## config.mk

```make
export PLATFORM = sky130hd
export DESIGN_NAME = mem_port_arbiter_flat
export DESIGN_NICKNAME = d
export VERILOG_FILES = /design/src/rtl/mem_arb_pkg.sv /design/src/rtl/mem_port_arbiter_if.sv /design/src/rtl/mem_arb_pick.sv /design/src/rtl/mem_port_arbiter.sv /design/src/flat_wrapper.sv
export SDC_FILE = /design/constraint.sdc
export NUM_CORES = 1
export LEC_CHECK = 0
export CAP_MARGIN = 15
export CORE_AREA = 2 2 106 108
export DETAILED_ROUTE_END_ITERATION = 8
export DIE_AREA = 0 0 108 110
export HOLD_SLACK_MARGIN = 0.02
export PLACE_DENSITY = 0.89
export SETUP_SLACK_MARGIN = 0.2
export SYNTH_ARGS = -nofsm -noshare
export SYNTH_HDL_FRONTEND = slang
export SYNTH_SLANG_ARGS = --single-unit
```

## constraint.sdc

```tcl
create_clock -name clk -period 6.8 [get_ports clk]
set_clock_uncertainty 0.05 [all_clocks]
set_input_delay 1.36 -clock clk [delete_from_list [all_inputs] [get_ports clk]]
set_output_delay 1.36 -clock clk [all_outputs]
set_load 0.02 [all_outputs]
```

## src/rtl/mem_arb_pkg.sv

```systemverilog
// Shared definitions for the data-cache port arbiter: FSM state encoding and requester IDs.
// Latency: n/a (definitions only).
// Backpressure: n/a (definitions only).
package mem_arb_pkg;

  localparam logic ARB_IDLE = 1'b0;
  localparam logic ARB_BUSY = 1'b1;

  localparam logic REQ_FETCH = 1'b0;
  localparam logic REQ_LSU   = 1'b1;

  typedef enum logic {
    ST_IDLE = ARB_IDLE,
    ST_BUSY = ARB_BUSY
  } arb_state_e;

endpackage

```

## src/rtl/mem_port_arbiter_if.sv

```systemverilog
// Bundle of the fetch, LSU and data-cache handshakes around the port arbiter.
// Latency: n/a (wiring only).
// Backpressure: requesters hold req until their valid pulse; the cache answers with a one-cycle data_valid.
// Modports: master = arbiter side, slave = requesters plus cache (the environment).
interface mem_port_arbiter_if #(
  parameter int DATA_WIDTH      = 32,
  parameter int BYTE_DATA_WIDTH = 4
) ();

  // Fetch requester (read-only)
  logic                       r0_req;
  logic [DATA_WIDTH-1:0]      r0_addr;
  logic                       r0_valid;
  logic [DATA_WIDTH-1:0]      r0_rdata;

  // LSU requester
  logic                       r1_req;
  logic                       r1_we;
  logic [DATA_WIDTH-1:0]      r1_addr;
  logic [DATA_WIDTH-1:0]      r1_wdata;
  logic [BYTE_DATA_WIDTH-1:0] r1_byte_enable;
  logic                       r1_valid;
  logic [DATA_WIDTH-1:0]      r1_rdata;

  // Data-cache port
  logic                       data_req;
  logic                       data_we;
  logic [DATA_WIDTH-1:0]      data_addr;
  logic [DATA_WIDTH-1:0]      wdata;
  logic [BYTE_DATA_WIDTH-1:0] byte_enable;
  logic                       data_valid;
  logic [DATA_WIDTH-1:0]      rdata;

  modport master (
    input  r0_req, r0_addr,
    input  r1_req, r1_we, r1_addr, r1_wdata, r1_byte_enable,
    input  data_valid, rdata,
    output r0_valid, r0_rdata, r1_valid, r1_rdata,
    output data_req, data_we, data_addr, wdata, byte_enable
  );

  modport slave (
    output r0_req, r0_addr,
    output r1_req, r1_we, r1_addr, r1_wdata, r1_byte_enable,
    output data_valid, rdata,
    input  r0_valid, r0_rdata, r1_valid, r1_rdata,
    input  data_req, data_we, data_addr, wdata, byte_enable
  );

endinterface

```

## src/rtl/mem_arb_pick.sv

```systemverilog
// Combinational winner select between fetch (0) and LSU (1).
// Latency: zero (pure combinational).
// Backpressure: none; grant_valid is simply the OR of the requests.
// Ports: r0_req, r1_req, last_winner in; grant_valid, grant_id out.
// Build option MEM_ARB_RR_EN: ties go to the requester that did not win last; otherwise the LSU wins ties.
module mem_arb_pick
  import mem_arb_pkg::*;
(
  input  logic r0_req,
  input  logic r1_req,
  input  logic last_winner,
  output logic grant_valid,
  output logic grant_id
);

  always_comb begin
    grant_valid = r0_req | r1_req;
    grant_id    = REQ_LSU;
    if (r0_req && !r1_req) begin
      grant_id = REQ_FETCH;
    end else if (r0_req && r1_req) begin
`ifdef MEM_ARB_RR_EN
      grant_id = ~last_winner;
`else
      grant_id = REQ_LSU;
`endif
    end
  end

`ifndef MEM_ARB_RR_EN
  // History is still tracked by the parent but only consulted in round-robin builds.
  logic unused_last_winner;
  assign unused_last_winner = last_winner;
`endif

endmodule

```

## src/rtl/mem_port_arbiter.sv

```systemverilog
// Shares the single data-cache port between fetch (requester 0) and the LSU (requester 1).
// Latency: data_req one cycle after the winning req is sampled in IDLE; valid is combinational on data_valid.
// Backpressure: one transaction outstanding; losers hold req and are taken on the next IDLE cycle.
// Ports: clk, rst (async active-high), bus (mem_port_arbiter_if.master: requester and cache handshakes).
// Build option MEM_ARB_RR_EN selects round-robin tie-break inside mem_arb_pick.
module mem_port_arbiter
  import mem_arb_pkg::*;
#(
  parameter int DATA_WIDTH      = 32,
  parameter int BYTE_DATA_WIDTH = 4
) (
  input  logic                clk,
  input  logic                rst,
  mem_port_arbiter_if.master  bus
);

  arb_state_e                 state_q, state_d;
  logic                       grant_q, grant_d;
  logic                       last_winner_q, last_winner_d;
  logic                       data_req_q, data_req_d;
  logic                       data_we_q, data_we_d;
  logic [DATA_WIDTH-1:0]      data_addr_q, data_addr_d;
  logic [DATA_WIDTH-1:0]      wdata_q, wdata_d;
  logic [BYTE_DATA_WIDTH-1:0] byte_enable_q, byte_enable_d;

  logic pick_valid;
  logic pick_id;
  logic done;

  mem_arb_pick u_pick (
    .r0_req      (bus.r0_req),
    .r1_req      (bus.r1_req),
    .last_winner (last_winner_q),
    .grant_valid (pick_valid),
    .grant_id    (pick_id)
  );

  always_comb begin
    state_d       = state_q;
    grant_d       = grant_q;
    last_winner_d = last_winner_q;
    data_req_d    = data_req_q;
    data_we_d     = data_we_q;
    data_addr_d   = data_addr_q;
    wdata_d       = wdata_q;
    byte_enable_d = byte_enable_q;

    case (state_q)
      ST_IDLE: begin
        // data_valid is deliberately ignored here: nothing is outstanding.
        if (pick_valid) begin
          state_d    = ST_BUSY;
          grant_d    = pick_id;
          data_req_d = 1'b1;
          if (pick_id == REQ_LSU) begin
            data_we_d     = bus.r1_we;
            data_addr_d   = bus.r1_addr;
            wdata_d       = bus.r1_wdata;
            byte_enable_d = bus.r1_byte_enable;
          end else begin
            // Fetch is always a full-word read.
            data_we_d     = 1'b0;
            data_addr_d   = bus.r0_addr;
            wdata_d       = '0;
            byte_enable_d = '1;
          end
        end
      end
      ST_BUSY: begin
        // Output registers stay frozen until the cache completes.
        if (bus.data_valid) begin
          state_d       = ST_IDLE;
          data_req_d    = 1'b0;
          data_we_d     = 1'b0;
          last_winner_d = grant_q;
        end
      end
      default: begin
        state_d = ST_IDLE;
      end
    endcase
  end

  always_ff @(posedge clk or posedge rst) begin
    if (rst) begin
      state_q       <= ST_IDLE;
      grant_q       <= REQ_FETCH;
      last_winner_q <= REQ_LSU;
      data_req_q    <= 1'b0;
      data_we_q     <= 1'b0;
      data_addr_q   <= '0;
      wdata_q       <= '0;
      byte_enable_q <= '0;
    end else begin
      state_q       <= state_d;
      grant_q       <= grant_d;
      last_winner_q <= last_winner_d;
      data_req_q    <= data_req_d;
      data_we_q     <= data_we_d;
      data_addr_q   <= data_addr_d;
      wdata_q       <= wdata_d;
      byte_enable_q <= byte_enable_d;
    end
  end

  // Completion is routed straight through to the granted requester in the same cycle.
  assign done = (state_q == ST_BUSY) && bus.data_valid;

  assign bus.r0_valid = done && (grant_q == REQ_FETCH);
  assign bus.r1_valid = done && (grant_q == REQ_LSU);
  assign bus.r0_rdata = (grant_q == REQ_FETCH) ? bus.rdata : '0;
  assign bus.r1_rdata = (grant_q == REQ_LSU)   ? bus.rdata : '0;

  assign bus.data_req    = data_req_q;
  assign bus.data_we     = data_we_q;
  assign bus.data_addr   = data_addr_q;
  assign bus.wdata       = wdata_q;
  assign bus.byte_enable = byte_enable_q;

endmodule

```

## src/flat_wrapper.sv

```systemverilog
// flat-port wrapper written by rule: the top's interface ports become plain ports
module mem_port_arbiter_flat import mem_arb_pkg::*;
#(
  parameter int DATA_WIDTH      = 32,
  parameter int BYTE_DATA_WIDTH = 4
)
  (clk, rst, bus_r0_req, bus_r0_addr, bus_r1_req, bus_r1_we, bus_r1_addr, bus_r1_wdata, bus_r1_byte_enable, bus_data_valid, bus_rdata, bus_r0_valid, bus_r0_rdata, bus_r1_valid, bus_r1_rdata, bus_data_req, bus_data_we, bus_data_addr, bus_wdata, bus_byte_enable);
  mem_port_arbiter_if #(.DATA_WIDTH(DATA_WIDTH), .BYTE_DATA_WIDTH(BYTE_DATA_WIDTH)) bus_i ();
  input  logic clk;
  input  logic rst;
  input wire logic [$bits(bus_i.r0_req)-1:0] bus_r0_req;
  input wire logic [$bits(bus_i.r0_addr)-1:0] bus_r0_addr;
  input wire logic [$bits(bus_i.r1_req)-1:0] bus_r1_req;
  input wire logic [$bits(bus_i.r1_we)-1:0] bus_r1_we;
  input wire logic [$bits(bus_i.r1_addr)-1:0] bus_r1_addr;
  input wire logic [$bits(bus_i.r1_wdata)-1:0] bus_r1_wdata;
  input wire logic [$bits(bus_i.r1_byte_enable)-1:0] bus_r1_byte_enable;
  input wire logic [$bits(bus_i.data_valid)-1:0] bus_data_valid;
  input wire logic [$bits(bus_i.rdata)-1:0] bus_rdata;
  output wire logic [$bits(bus_i.r0_valid)-1:0] bus_r0_valid;
  output wire logic [$bits(bus_i.r0_rdata)-1:0] bus_r0_rdata;
  output wire logic [$bits(bus_i.r1_valid)-1:0] bus_r1_valid;
  output wire logic [$bits(bus_i.r1_rdata)-1:0] bus_r1_rdata;
  output wire logic [$bits(bus_i.data_req)-1:0] bus_data_req;
  output wire logic [$bits(bus_i.data_we)-1:0] bus_data_we;
  output wire logic [$bits(bus_i.data_addr)-1:0] bus_data_addr;
  output wire logic [$bits(bus_i.wdata)-1:0] bus_wdata;
  output wire logic [$bits(bus_i.byte_enable)-1:0] bus_byte_enable;
  assign bus_i.r0_req = bus_r0_req;
  assign bus_i.r0_addr = bus_r0_addr;
  assign bus_i.r1_req = bus_r1_req;
  assign bus_i.r1_we = bus_r1_we;
  assign bus_i.r1_addr = bus_r1_addr;
  assign bus_i.r1_wdata = bus_r1_wdata;
  assign bus_i.r1_byte_enable = bus_r1_byte_enable;
  assign bus_i.data_valid = bus_data_valid;
  assign bus_i.rdata = bus_rdata;
  assign bus_r0_valid = bus_i.r0_valid;
  assign bus_r0_rdata = bus_i.r0_rdata;
  assign bus_r1_valid = bus_i.r1_valid;
  assign bus_r1_rdata = bus_i.r1_rdata;
  assign bus_data_req = bus_i.data_req;
  assign bus_data_we = bus_i.data_we;
  assign bus_data_addr = bus_i.data_addr;
  assign bus_wdata = bus_i.wdata;
  assign bus_byte_enable = bus_i.byte_enable;
  mem_port_arbiter #(.DATA_WIDTH(DATA_WIDTH), .BYTE_DATA_WIDTH(BYTE_DATA_WIDTH)) u_core (.clk(clk), .rst(rst), .bus(bus_i));
endmodule
```

Fig. 1: run 1, the clock network
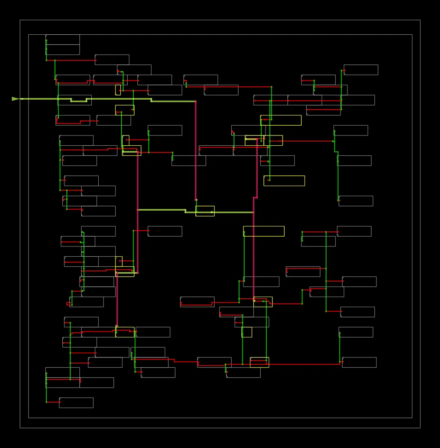
Num CTS Buffers: 9
CLK BUF: 10
FF+latch count: 72
clock sinks: 72
Clock Power: 406 µW

Fig. 2: run 1, cells coloured by class
The bar under the picture is 20 µm long.
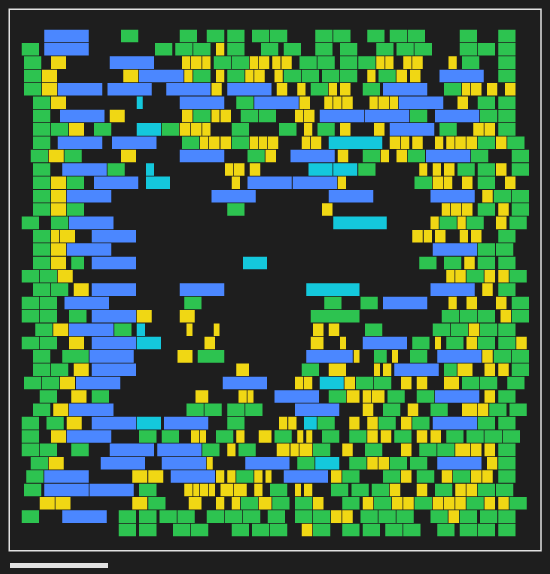
[cyan] clock drivers and dummy loads | cells: 16 | share of their area: 3.7%
[yellow] combinational and other logic | cells: 248 | share of their area: 24%
[green] remaining buffers and delay cells | cells: 279 | share of their area: 44%
[blue] sequential cells | cells: 72 | share of their area: 28%

Fig. 3: run 1, M1 wires
Supply wires on this layer in grey.
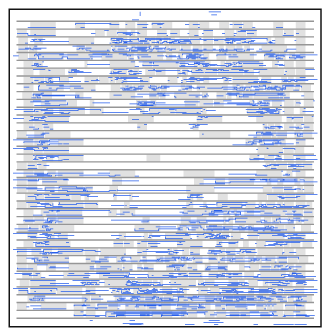
main direction: horizontal
longest straight run: 41.4 µm
nets with wire on the layer: 622

Fig. 4: run 1, clock wires, drivers and flops
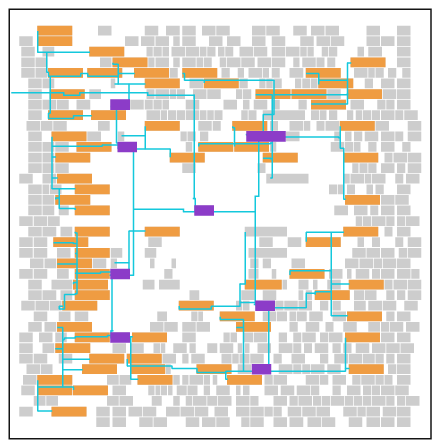
[cyan] clock wires | length: 987 µm
[orange] flip-flops | count: 72
[purple] clock drivers | count: 9
flops lie: widely spread

==> run 1: synth_stat cells (2+ instances only) <==
cell type / number / area share
buf_6: 6 / 0.019
nor3b_1: 9 / 0.019
inv_1: 2 / 0.0021
o21ai_0: 2 / 0.0028
o22ai_1: 23 / 0.041
nand2b_1: 2 / 0.0035
nor2_1: 11 / 0.012
and2_1: 32 / 0.057
nand2_1: 4 / 0.0042
buf_2: 6 / 0.0085
nor2b_1: 56 / 0.099
o22a_1: 4 / 0.0099
buf_4: 6 / 0.013
a22o_1: 32 / 0.079
nor3_1: 64 / 0.090
dfrtp_1: 72 / 0.51
clkbuf_1: 16 / 0.017
==> run 1: power groups by stage <==
stage	Combinational, mW	Clock [mW]	Sequential (mW)
6_report	0.760	0.406	0.584
5_1_grt	0.803	0.432	0.596
4_1_cts	0.763	0.415	0.584
3_5_place_dp	0.761	0	0.589
3_3_place_gp	0.746	0	0.586
2_1_floorplan	0.262	0	0.682
==> run 1: sequential cells by signal, indices dropped and copies added (netlist names) <==
register,count
u_core.bus.byte_enable,4
u_core.grant_q,1
u_core.bus.wdata,32
u_core.bus.data_we,1
u_core.bus.data_addr,32
u_core.state_q,1
u_core.bus.data_req,1
==> run 1: logic make-up (layout without fill, tap and decap cells) <==
logic type             after synthesis  after routing  share of synthesized area
AOI/OAI and AO/OA                   64             64                      0.140
buffers and inverters               36            297                     0.0593
DFF                                 72             72                      0.509
and+or+nand+nor                    182            182                      0.292
==> run 1: through the flow <==
step / setup slack (ps) / utilization
CTS: 2550 / 0.611
detailed placement: 2550 / 0.589
global placement: 2550 / 0.587
finish: 2560 / 0.614
global route: 2550 / 0.614
floorplan: 3570 / -
==> impl_metrics.ini, run 1 <==
; physical design summary
[floorplan]
fp_util = 0.331
io_pins = 274
die_y_um = 110
tapCellCount = 140

[critical_path]
path_max_fanout = 2
path_common_cell = clkdlybuf4s50_1
crit_chain = clkdlybuf4s50_1 > nor2b_1 > clkdlybuf4s50_1
rr_worst_depth = 5
crit_path_start = bus_rdata[23]
crit_end = bus_r0_rdata[23]
max_stage_delay_ps = 680

[synth]
ys.flops = 72
async_flop_share = 1.00
seq_area_frac_synth = 0.509
synthCells = 354

[power_and_ir_drop]
design_power_total_mw = 1.75
power.density_nw_per_um2 = 266
switching_share = 0.342
vdd_drop_max_uv = 122
pwr-share-seq = 0.334

[finish]
n_all_inverters = 2
seqCellArea_um2 = 1800
final_area_um2 = 6570
clock_area_frac = 0.0358
dominant_cells = buffers
lay_top_count = clkdlybuf4s50_1
lay_top_cells = 273 x clkdlybuf4s50_1, 71 x dfrtp_1, 64 x nor3_1
fillers = 870
diodes = 0

[detailed_routing]
routed_via_density = 4.93
drt_iter0_markers = 149
met2RoutedLength_um = 6830

[clock_network]
cts_resized = 0
htreeDepth = 3
clock.latency.late_pin_ps = 340
post_cts_buffers = 0
clockRootBuffer = clkbuf_8
clkTransAtPathRegs_ps = 80

[final_timing]
tightest_slew_ps = 997
setup-tns-final_ps = 0
min_period_ps = 4240
rsz0062_at_grt = no

[flow_run]
cap_violations = 0

[outcome]
outcome = complete, no violations

[placement]
io_buffers = 273

[hold_path]
worstHoldPathType = reg -> reg
holdPathEnd = u_core.bus.byte_enable[0]

[global_routing]
grt_max_degree = 73
antenna_found_initial = 0
met3_usage = 0.0576
--- run 2 (diff from run 1) ---
--- a/config.mk
+++ b/config.mk
@@ -6,11 +6,11 @@
 export NUM_CORES = 1
 export LEC_CHECK = 0
 export CAP_MARGIN = 15
-export CORE_AREA = 2 2 106 108
+export CORE_MARGIN = 2
+export CORE_UTILIZATION = 34
 export DETAILED_ROUTE_END_ITERATION = 8
-export DIE_AREA = 0 0 108 110
 export HOLD_SLACK_MARGIN = 0.02
-export PLACE_DENSITY = 0.89
+export PLACE_DENSITY = 0.91
 export SETUP_SLACK_MARGIN = 0.2
 export SYNTH_ARGS = -nofsm -noshare
 export SYNTH_HDL_FRONTEND = slang
==> constraint.sdc (replaced) <==
create_clock -name clk -period 4 [get_ports clk]
set_clock_uncertainty 0.05 [all_clocks]
set_input_delay 0.8 -clock clk [delete_from_list [all_inputs] [get_ports clk]]
set_output_delay 0.8 -clock clk [all_outputs]
set_load 0.02 [all_outputs]
Fig. 5: run 2, the clock network
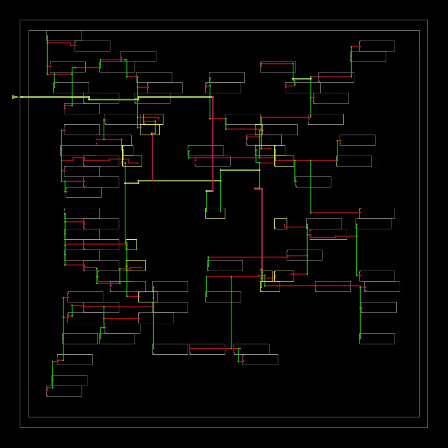
Clock Power: 526 µW
worst-skew pair later-pin latency: 330 ps

Fig. 6: run 2, cell sizes after repair
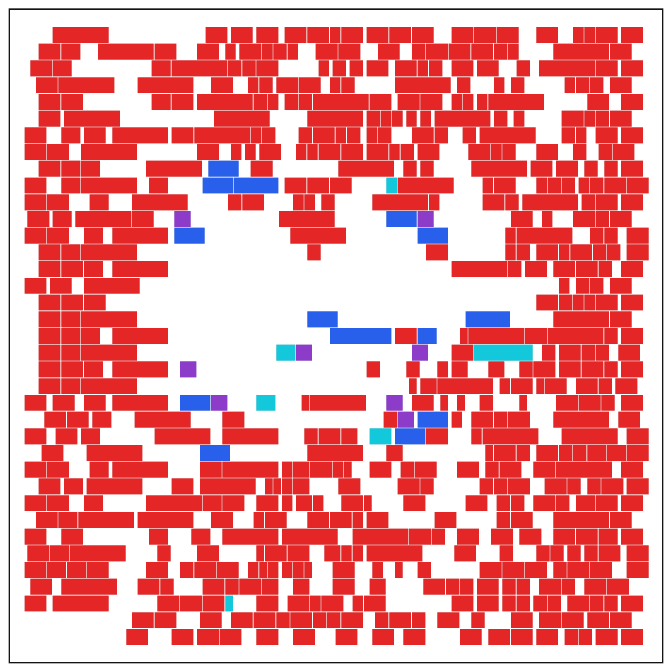
[blue] _6 and larger | cells: 14
[red] _0 and _1 cells | cells: 588
[cyan] _2 cells | cells: 6
[purple] _3 and _4 cells | cells: 8

==> impl_metrics.ini, run 2 <==
; physical design summary
[final_timing]
finalSetupViolCount = 0
tightest_slew_ps = 775
setup-tns-final_ps = 0
rsz0062_at_grt = no
min_period_ps = 3180
finalWorstSetupSlack_ps = 819
maxSlewViolCount = 0

[critical_path]
max_stage_delay_ps = 670
rr_worst_depth = 4
crit_required_ps = 3150
path_max_fanout = 2
worst-path-stages = 3
crit_chain = clkdlybuf4s50_1 > nor2b_1 > clkdlybuf4s50_1
path_common_cell = clkdlybuf4s50_1
timing.rr.end = u_core.bus.data_addr[19]
cp_num_buf_inv = 2
crit_end = bus_r0_rdata[16]
crit_path_start = bus_rdata[16]

[synth]
synthCells = 354
yosysTopAreaCellShare = 0.509
common_cells = 72 x dfrtp_1, 64 x nor3_1, 56 x nor2b_1
async_flop_share = 1.00
synth_nets = 492
topCellsByArea = dfrtp_1 51%, nor2b_1 9.9%, nor3_1 9.0%, a22o_1 7.9%, and2_1 5.7%
ys.flops = 72
seq_area_frac_synth = 0.509
post-synth-top-count-cell = dfrtp_1
top_area_cell = dfrtp_1

[global_routing]
grt_max_degree = 49
antenna_found_initial = 2
met3_usage = 0.0607

[clock_network]
clockRootBuffer = clkbuf_8
cts-buffers-inserted = 9
htreeDepth = 3
cts_resized = 0
post_cts_buffers = 0
clkTransAtPathRegs_ps = 80
clock_sinks = 72

[detailed_routing]
antenna_left = 0
routed_via_density = 4.96
drt_iter0_markers = 286

[power_and_ir_drop]
combPwrFrac = 0.461
switching_share = 0.366
vdd_drop_max_uv = 221
power.density_nw_per_um2 = 434
design_power_total_mw = 2.83
pwr-share-seq = 0.353

[outcome]
outcome = complete, no violations

[finish]
fin_util = 0.638
final_area_um2 = 6530
lay_top_count = clkdlybuf4s50_1
lay_top_cells = 273 x clkdlybuf4s50_1, 71 x dfrtp_1, 64 x nor3_1
fin_nets = 749

[placement]
place_ws_ps = 826
io_buffers = 273
place.gp.congestion = 0.918

[floorplan]
fp_util = 0.346
die_y_um = 106
io_pins = 274

[flow_run]
cap_violations = 0

[hold_path]
worstHoldPathType = reg -> reg
Fig. 7: run 2, clock wires, drivers and flops
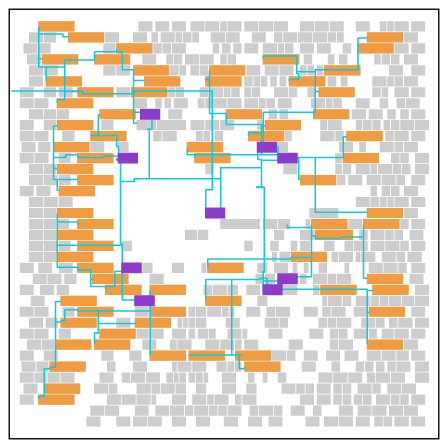
[orange] flip-flops | count: 72
[purple] clock drivers | count: 9
[cyan] clock wires | length: 931 µm
routed clock nets: 10
flops lie: widely spread

## run 2: cell count changes in the layout (fill, tap and decap cells not counted), sizes merged
cell / change
diode: +2
buf: +1
clkinvlp: +3
clkinv: -2
bufinv: -3
inv: +2
## run 2: layout make-up
class / count / area, µm²
repair buffers: 280 / 2830
flip-flops and latches: 72 / 1800
inverters: 2 / 7.51
diodes: 2 / 5.00
multi-input cells: 246 / 1530
well taps: 136 / 170
clock inverters: 6 / 43.8
fillers: 811 / 3700
clock buffers: 10 / 138
## run 2: power by group through the flow
stage | clock, mW | sequential, mW | combinational (mW)
2_1_floorplan | 0 | 1.16 | 0.446
3_3_place_gp | 0 | 1.00 | 1.28
3_5_place_dp | 0 | 1.01 | 1.31
4_1_cts | 0.542 | 0.999 | 1.31
5_1_grt | 0.573 | 1.02 | 1.37
6_report | 0.526 | 1.00 | 1.30
## run 2: cells by family (layout without fill, tap and decap cells)
| kind of cell | after synthesis | after routing | synth area share |
|---|---|---|---|
| simple gates | 182 | 182 | 0.292 |
| flops | 72 | 72 | 0.509 |
| compound gates | 64 | 64 | 0.140 |
| buf+inv | 36 | 298 | 0.0593 |
| other cells | 0 | 2 | 0 |
## run 2: layer usage
layer  routed length (µm)  vias to the layer above  share of wire
met5                    0                        -              0
met4                  431                        0          0.031
met3                 1020                       24          0.073
met2                 7060                      187           0.50
met1                 5470                     1767           0.39
li1                     -                     1759              -
## run 2: worst min-delay path by stage
stage | depth (start not counted) | endpoint | slack (ps)
after global routing | 1 | u_core.bus.wdata[2] | 470
after global placement | 1 | u_core.bus.byte_enable[2] | 420
after detailed placement | 1 | u_core.bus.byte_enable[0] | 430
after floorplan | 2 | u_core.bus.data_req | 530
after CTS | 1 | u_core.bus.byte_enable[0] | 450
final | 1 | u_core.bus.byte_enable[0] | 450
No activity file was given, so power comes from the tool's default toggle rates.
